[src/rtl/mc_ctrl_pkg.sv]
// rtl/mc_ctrl_pkg.sv - state, opcode and control-field encodings for the multi-cycle MIPS control FSM
package mc_ctrl_pkg;

  localparam logic [3:0] ST_FETCH    = 4'd0;
  localparam logic [3:0] ST_DECODE   = 4'd1;
  localparam logic [3:0] ST_MEM_ADDR = 4'd2;
  localparam logic [3:0] ST_MEM_RD   = 4'd3;
  localparam logic [3:0] ST_MEM_WB   = 4'd4;
  localparam logic [3:0] ST_MEM_WR   = 4'd5;
  localparam logic [3:0] ST_EXEC     = 4'd6;
  localparam logic [3:0] ST_R_WB     = 4'd7;
  localparam logic [3:0] ST_BRANCH   = 4'd8;
  localparam logic [3:0] ST_JUMP     = 4'd9;
  localparam logic [3:0] ST_ADDI_EX  = 4'd10;
  localparam logic [3:0] ST_ADDI_WB  = 4'd11;
  localparam logic [3:0] ST_JAL      = 4'd12;
  localparam logic [3:0] ST_JR       = 4'd13;
  localparam logic [3:0] ST_TRAP     = 4'd14;

  localparam logic [5:0] OP_RTYPE = 6'h00;
  localparam logic [5:0] OP_LW    = 6'h23;
  localparam logic [5:0] OP_SW    = 6'h2B;
  localparam logic [5:0] OP_BEQ   = 6'h04;
  localparam logic [5:0] OP_ADDI  = 6'h08;
  localparam logic [5:0] OP_J     = 6'h02;
  localparam logic [5:0] OP_JAL   = 6'h03;
  localparam logic [5:0] FUNCT_JR = 6'h08;

  typedef enum logic [1:0] {ALU_ADD = 2'b00, ALU_SUB = 2'b01, ALU_FUNCT = 2'b10} alu_op_e;
  typedef enum logic [1:0] {RD_RT = 2'b00, RD_RD = 2'b01, RD_R31 = 2'b10} reg_dst_e;
  typedef enum logic [1:0] {M2R_ALUOUT = 2'b00, M2R_MDR = 2'b01, M2R_PC = 2'b11} mem_to_reg_e;
  typedef enum logic [1:0] {SRCB_B = 2'b00, SRCB_FOUR = 2'b01, SRCB_IMM = 2'b10, SRCB_IMM_SH = 2'b11} alu_src_b_e;
  typedef enum logic [1:0] {PCS_ALU = 2'b00, PCS_ALUOUT = 2'b01, PCS_JUMP = 2'b10, PCS_AREG = 2'b11} pc_source_e;

  // States that sit on the shared memory and may stall on mem_ready.
  function automatic logic is_wait_state(input logic [3:0] st);
    return (st == ST_FETCH) || (st == ST_MEM_RD) || (st == ST_MEM_WR);
  endfunction

endpackage

[src/rtl/multi_cycle_ctrl_outdec.sv]
// rtl/multi_cycle_ctrl_outdec.sv - combinational state-to-control-vector decode
module multi_cycle_ctrl_outdec
  import mc_ctrl_pkg::*;
(
  input  logic [3:0] state,
  input  logic       mem_ready,
  output logic       pc_write,
  output logic       pc_write_cond,
  output logic       iord,
  output logic       mem_read,
  output logic       mem_write,
  output logic       ir_write,
  output logic [1:0] reg_dst,
  output logic [1:0] mem_to_reg,
  output logic       reg_write,
  output logic       alu_src_a,
  output logic [1:0] alu_src_b,
  output logic [1:0] alu_op,
  output logic [1:0] pc_source
);

  always_comb begin
    pc_write      = 1'b0;
    pc_write_cond = 1'b0;
    iord          = 1'b0;
    mem_read      = 1'b0;
    mem_write     = 1'b0;
    ir_write      = 1'b0;
    reg_dst       = RD_RT;
    mem_to_reg    = M2R_ALUOUT;
    reg_write     = 1'b0;
    alu_src_a     = 1'b0;
    alu_src_b     = SRCB_B;
    alu_op        = ALU_ADD;
    pc_source     = PCS_ALU;
    case (state)
      ST_FETCH: begin
        mem_read  = 1'b1;
        alu_src_b = SRCB_FOUR;
        ir_write  = mem_ready;
        pc_write  = mem_ready;
      end
      ST_DECODE:   alu_src_b = SRCB_IMM_SH;
      ST_MEM_ADDR: begin
        alu_src_a = 1'b1;
        alu_src_b = SRCB_IMM;
      end
      ST_MEM_RD: begin
        mem_read = 1'b1;
        iord     = 1'b1;
      end
      ST_MEM_WB: begin
        reg_write  = 1'b1;
        mem_to_reg = M2R_MDR;
      end
      ST_MEM_WR: begin
        mem_write = 1'b1;
        iord      = 1'b1;
      end
      ST_EXEC: begin
        alu_src_a = 1'b1;
        alu_op    = ALU_FUNCT;
      end
      ST_R_WB: begin
        reg_write = 1'b1;
        reg_dst   = RD_RD;
      end
      ST_BRANCH: begin
        alu_src_a     = 1'b1;
        alu_op        = ALU_SUB;
        pc_write_cond = 1'b1;
        pc_source     = PCS_ALUOUT;
      end
      ST_JUMP: begin
        pc_write  = 1'b1;
        pc_source = PCS_JUMP;
      end
      ST_ADDI_EX: begin
        alu_src_a = 1'b1;
        alu_src_b = SRCB_IMM;
      end
      ST_ADDI_WB: reg_write = 1'b1;
      // PC already holds PC+4 here, so mem_to_reg=PC links the return address.
      ST_JAL: begin
        pc_write   = 1'b1;
        pc_source  = PCS_JUMP;
        reg_write  = 1'b1;
        reg_dst    = RD_R31;
        mem_to_reg = M2R_PC;
      end
      ST_JR: begin
        pc_write  = 1'b1;
        pc_source = PCS_AREG;
      end
      default: ;
    endcase
  end

endmodule

[src/rtl/multi_cycle_ctrl.sv]
// rtl/multi_cycle_ctrl.sv - multi-cycle MIPS main control FSM with memory wait, timeout trap and retire counter
module multi_cycle_ctrl
  import mc_ctrl_pkg::*;
#(
  parameter int CNT_W    = 32,
  parameter int WAIT_MAX = 0
) (
  input  logic             clk_i,
  input  logic             rst_i,
  input  logic [5:0]       opcode_i,
  input  logic [5:0]       funct_i,
  input  logic             mem_ready_i,
  output logic             pc_write_o,
  output logic             pc_write_cond_o,
  output logic             iord_o,
  output logic             mem_read_o,
  output logic             mem_write_o,
  output logic             ir_write_o,
  output logic [1:0]       reg_dst_o,
  output logic [1:0]       mem_to_reg_o,
  output logic             reg_write_o,
  output logic             alu_src_a_o,
  output logic [1:0]       alu_src_b_o,
  output logic [1:0]       alu_op_o,
  output logic [1:0]       pc_source_o,
  output logic [3:0]       state_o,
  output logic             illegal_o,
  output logic [CNT_W-1:0] retired_o
);

  logic [3:0]       state;
  logic [3:0]       state_nxt;
  logic [31:0]      wait_cnt;
  logic             illegal_q;
  logic [CNT_W-1:0] retired_q;
  logic             timeout;

  logic       d_pc_write, d_pc_write_cond, d_iord, d_mem_read, d_mem_write, d_ir_write;
  logic       d_reg_write, d_alu_src_a;
  logic [1:0] d_reg_dst, d_mem_to_reg, d_alu_src_b, d_alu_op, d_pc_source;

  // A completing access wins over an expiring timeout in the same cycle.
  assign timeout = (WAIT_MAX > 0) && is_wait_state(state) && !mem_ready_i
                   && (wait_cnt >= 32'(WAIT_MAX));

  always_comb begin
    state_nxt = ST_TRAP;
    case (state)
      ST_FETCH:    state_nxt = mem_ready_i ? ST_DECODE : (timeout ? ST_TRAP : ST_FETCH);
      ST_DECODE: begin
        case (opcode_i)
          OP_RTYPE:     state_nxt = (funct_i == FUNCT_JR) ? ST_JR : ST_EXEC;
          OP_LW, OP_SW: state_nxt = ST_MEM_ADDR;
          OP_BEQ:       state_nxt = ST_BRANCH;
          OP_ADDI:      state_nxt = ST_ADDI_EX;
          OP_J:         state_nxt = ST_JUMP;
          OP_JAL:       state_nxt = ST_JAL;
          default:      state_nxt = ST_TRAP;
        endcase
      end
      ST_MEM_ADDR: state_nxt = (opcode_i == OP_LW) ? ST_MEM_RD : ST_MEM_WR;
      ST_MEM_RD:   state_nxt = mem_ready_i ? ST_MEM_WB : (timeout ? ST_TRAP : ST_MEM_RD);
      ST_MEM_WR:   state_nxt = mem_ready_i ? ST_FETCH : (timeout ? ST_TRAP : ST_MEM_WR);
      ST_EXEC:     state_nxt = ST_R_WB;
      ST_ADDI_EX:  state_nxt = ST_ADDI_WB;
      ST_MEM_WB, ST_R_WB, ST_BRANCH, ST_JUMP, ST_ADDI_WB, ST_JAL, ST_JR:
                   state_nxt = ST_FETCH;
      default:     state_nxt = ST_TRAP;
    endcase
  end

  always_ff @(posedge clk_i) begin
    if (rst_i) begin
      state     <= ST_FETCH;
      wait_cnt  <= '0;
      illegal_q <= 1'b0;
      retired_q <= '0;
    end else begin
      state <= state_nxt;
      if (is_wait_state(state) && !mem_ready_i && (state_nxt == state))
        wait_cnt <= wait_cnt + 32'd1;
      else
        wait_cnt <= '0;
      if (state_nxt == ST_TRAP)
        illegal_q <= 1'b1;
      if ((state_nxt == ST_FETCH) && (state != ST_FETCH))
        retired_q <= retired_q + CNT_W'(1);
    end
  end

  multi_cycle_ctrl_outdec u_outdec (
    .state         (state),
    .mem_ready     (mem_ready_i),
    .pc_write      (d_pc_write),
    .pc_write_cond (d_pc_write_cond),
    .iord          (d_iord),
    .mem_read      (d_mem_read),
    .mem_write     (d_mem_write),
    .ir_write      (d_ir_write),
    .reg_dst       (d_reg_dst),
    .mem_to_reg    (d_mem_to_reg),
    .reg_write     (d_reg_write),
    .alu_src_a     (d_alu_src_a),
    .alu_src_b     (d_alu_src_b),
    .alu_op        (d_alu_op),
    .pc_source     (d_pc_source)
  );

  // Reset squashes every control immediately, so no write escapes on the reset edge.
  assign pc_write_o      = d_pc_write      & ~rst_i;
  assign pc_write_cond_o = d_pc_write_cond & ~rst_i;
  assign iord_o          = d_iord          & ~rst_i;
  assign mem_read_o      = d_mem_read      & ~rst_i;
  assign mem_write_o     = d_mem_write     & ~rst_i;
  assign ir_write_o      = d_ir_write      & ~rst_i;
  assign reg_write_o     = d_reg_write     & ~rst_i;
  assign alu_src_a_o     = d_alu_src_a     & ~rst_i;
  assign reg_dst_o       = d_reg_dst       & {2{~rst_i}};
  assign mem_to_reg_o    = d_mem_to_reg    & {2{~rst_i}};
  assign alu_src_b_o     = d_alu_src_b     & {2{~rst_i}};
  assign alu_op_o        = d_alu_op        & {2{~rst_i}};
  assign pc_source_o     = d_pc_source     & {2{~rst_i}};
  assign state_o         = state;
  assign illegal_o       = illegal_q;
  assign retired_o       = retired_q;

endmodule

[config.mk]
export PLATFORM = sky130hd
export DESIGN_NAME = multi_cycle_ctrl
export DESIGN_NICKNAME = d
export VERILOG_FILES = /design/src/rtl/mc_ctrl_pkg.sv /design/src/rtl/multi_cycle_ctrl_outdec.sv /design/src/rtl/multi_cycle_ctrl.sv
export SDC_FILE = /design/constraint.sdc
export NUM_CORES = 1
export LEC_CHECK = 0
export ABC_AREA = 1
export CORE_MARGIN = 10
export CORE_UTILIZATION = 51
export DETAILED_ROUTE_END_ITERATION = 10
export HOLD_SLACK_MARGIN = 0.06
export PLACE_DENSITY = 0.85
export SYNTH_ARGS = -nofsm -noshare
export SYNTH_HDL_FRONTEND = slang
export SYNTH_SLANG_ARGS = --single-unit
[constraint.sdc]
create_clock -name clk_i -period 2.6 [get_ports clk_i]
set_clock_uncertainty 0.15 [all_clocks]
set_input_delay 0.52 -clock clk_i [delete_from_list [all_inputs] [get_ports clk_i]]
set_output_delay 0.52 -clock clk_i [all_outputs]
set_load 0.01 [all_outputs]
Fig. 1: congestion heat map
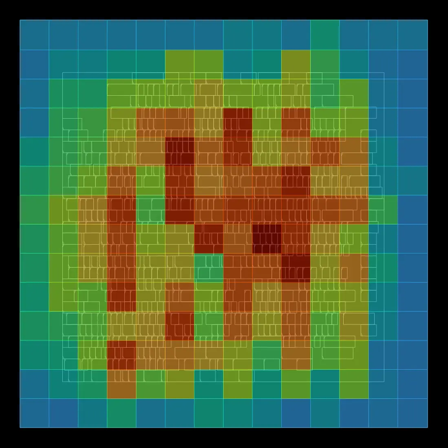
met2 Use GR: 30.6%
GR Util met3: 5.32%
gr usage total: 17.6%

Fig. 2: cell area per tile
The die is cut into 10 by 10 equal tiles; black is low, pale yellow is high, 0 to 100% covered.
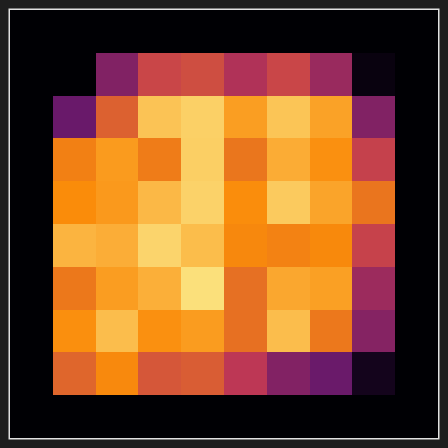
tiles over 75% full: 29%
nearly empty tiles: 37%
fullest tile: 93%

Fig. 3: drive-strength map
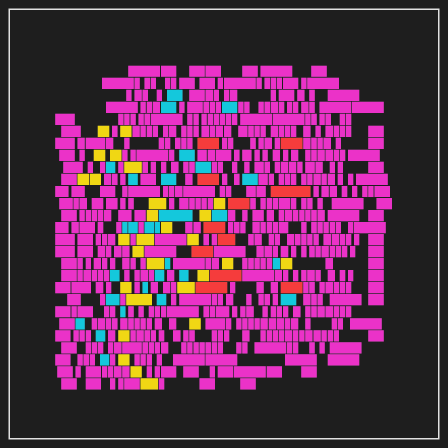
legend:
  yellow:
    size: drive 3 to 4
    cells: 28
    share: 4.4%
  cyan:
    size: drive 2
    cells: 28
    share: 4.4%
  red:
    size: drive 6 and up
    cells: 11
    share: 1.7%
  magenta:
    size: drive 1 or less
    cells: 565
    share: 89%
final worst slack: 0.0625 ns
Non-Clock Buffer Count: 94
Syn-to-layout area delta: 34.6%
Final Instance Area: 4050 µm²

Fig. 4: cells colored by class
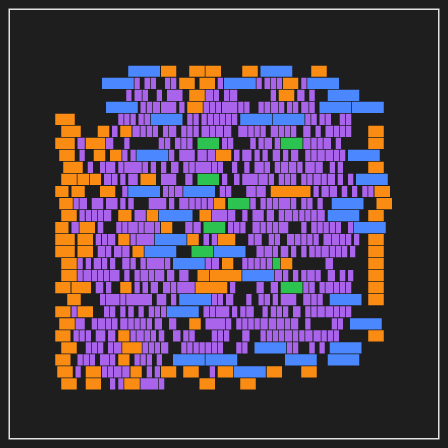
legend:
  purple:
    class: all other logic
    cells: 493
    share_of_their_area: 55%
  green:
    class: clock drivers and dummy loads
    cells: 8
    share_of_their_area: 2.6%
  orange:
    class: other buffers and delay cells
    cells: 94
    share_of_their_area: 24%
  blue:
    class: flip-flops
    cells: 37
    share_of_their_area: 19%

Fig. 5: sequential cells grouped by signal name
Other sequential cells in the stronger gray, the rest of the logic in the fainter gray.
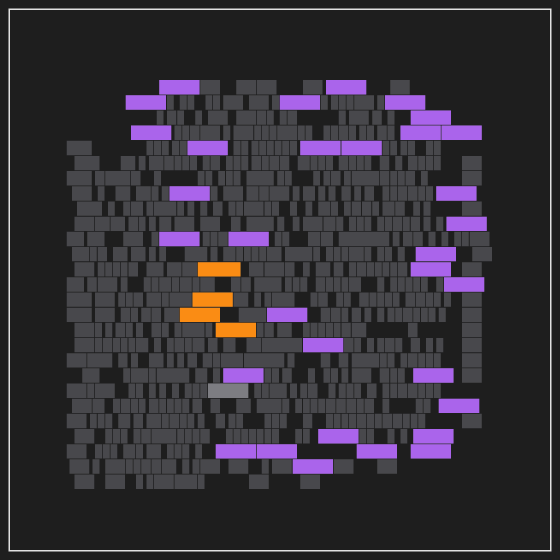
legend:
  orange:
    signal: state_o
    sequential_cells: 4
  purple:
    signal: retired_o
    sequential_cells: 32
not colored: 1

==> results_dict.tcl <==
# place-and-route summary
set metrics [dict create \
    nClkBuffers 7 \
    cts.clk_slew.worst_paths_ns 0.07 \
    clock_tree_area_fraction_pct 2.50 \
    ys_sh_adder_pct 0.416 \
    pre_cts_ws_ns -0.0853 \
    ant_nets 0 \
    endpoint_kind "output pin" \
    final_util_pct 72.2 \
    cts_resized 9 \
    warning_count 26 \
    compound_area_share_pct 3.04 \
    hold_end "illegal_o" \
    cts.sinks 37 \
    cts_max_path_buffers 2 \
    hp-class "flop to flop" \
    ys_seq_share_pct 24.6 \
    top_cell "nand2_1" \
    cts_inserted_buffers 5 \
    synth_cell_types 30 \
    grt_max_degree 32 \
    setup-tns-final_ns 0 \
    common_cells "nand2_1 (134), inv_1 (114), nor2_1 (99), nand3_1 (74), dfxtp_1 (37)" \
    mux_share_pct 0 \
    yosys.area.top_type_share_pct 24.6 \
    syn_inst 546 \
    hold_viol 0 \
    cts_tree "done" \
    wl_per_cell_um 12.4 \
    power_density_nw_per_um2 543 \
    slowest_delay_ns 0.56 \
    finalNonFillerCells 704 \
    outcome "complete, no violations" \
    drtIter0Drc 267 \
    grt_pass1_vias 3481 \
    cp_slowest_cell "clkdlybuf4s50_1" \
    flop_area_um2 742 \
    totalWireLength_mm 8.76 \
    clk_latency_ns 0.30 \
    path_cells "clkdlybuf4s50_1 -> buf_4 -> buf_4 -> nor2_1 -> clkdlybuf4s50_1" \
    ir_drop_v 0.000445 \
    comb_cells 374 \
    cp-start-kind "input port" \
    crit_cells 5 \
    slew_violations 0 \
    viasPerCell 5.07 \
    cp.required_ns 1.93 \
    dp_cells 691 \
    ctsHoldBuffers 0 \
    min_from "illegal_o" \
    whs_path_depth 2 \
    yosys.area.top_type "dfxtp_1" \
    grt_pass1_wl_mm 15.0 \
    buf_share_pct 23.2 \
    setup_viol 0 \
    placed_area_um2 3850 \
    power_leakage_nw 1.98 \
    die-width_um 96.8 \
    endpoint "mem_to_reg_o[0]" \
    yosys_area_um2 3010 \
    ys_sh_simple_pct 52.9 \
    ys_async_sr_fraction_pct 0 \
    drc 0 \
    largestClassByArea "logic gates" \
    htreeDepth 2 \
    slew_headroom_pct 73.2 \
    arrival_ns 1.87 \
    crit_family "buffers and inverters" \
    die_area_um2 9370 \
    nets 647 \
    port_buffers 69 \
    startpoint "rst_i" \
    io_pins 70 \
    routabilityCongestion 0.926 \
    flop_cell "dfxtp_1" \
    r2r_cells 15 \
    crit_fanout 3 \
    worst_pin_slew_ns 0.400 \
    cap_violations 0 \
    r2r_slack_ns 0.31 \
    flops 37 \
    topCombFamilyByArea "simple AND/OR/NAND/NOR gates" \
    nWellTaps 72 \
    finalCriticalPeriod_ns 2.54 \
    cts-root-buf "clkbuf_8" \
    worst_r2r_endpoint "retired_o[10]" \
]
==> power breakdown <==
part           leakage [nW]  total (mW)  switching, mW  internal [mW]
Combinational          1.62        1.11          0.653          0.456
Clock                0.0542       0.456          0.216          0.240
Sequential            0.299       0.636         0.0385          0.597
==> metal layers <==
| metal | track usage (%) | vias to the layer above | routed length [µm] |
|---|---|---|---|
| met5 | 0 | - | 0 |
| met4 | 5.75 | 0 | 149 |
| met3 | 5.32 | 12 | 913 |
| met2 | 30.6 | 159 | 4180 |
| met1 | 19.8 | 1571 | 3510 |
| li1 | - | 1826 | - |
==> registers in the layout, summed over array words and instances (netlist names) <==
name	flops
illegal_o	1
retired_o	32
state_o	4
No activity file was given, so power comes from the tool's default toggle rates.
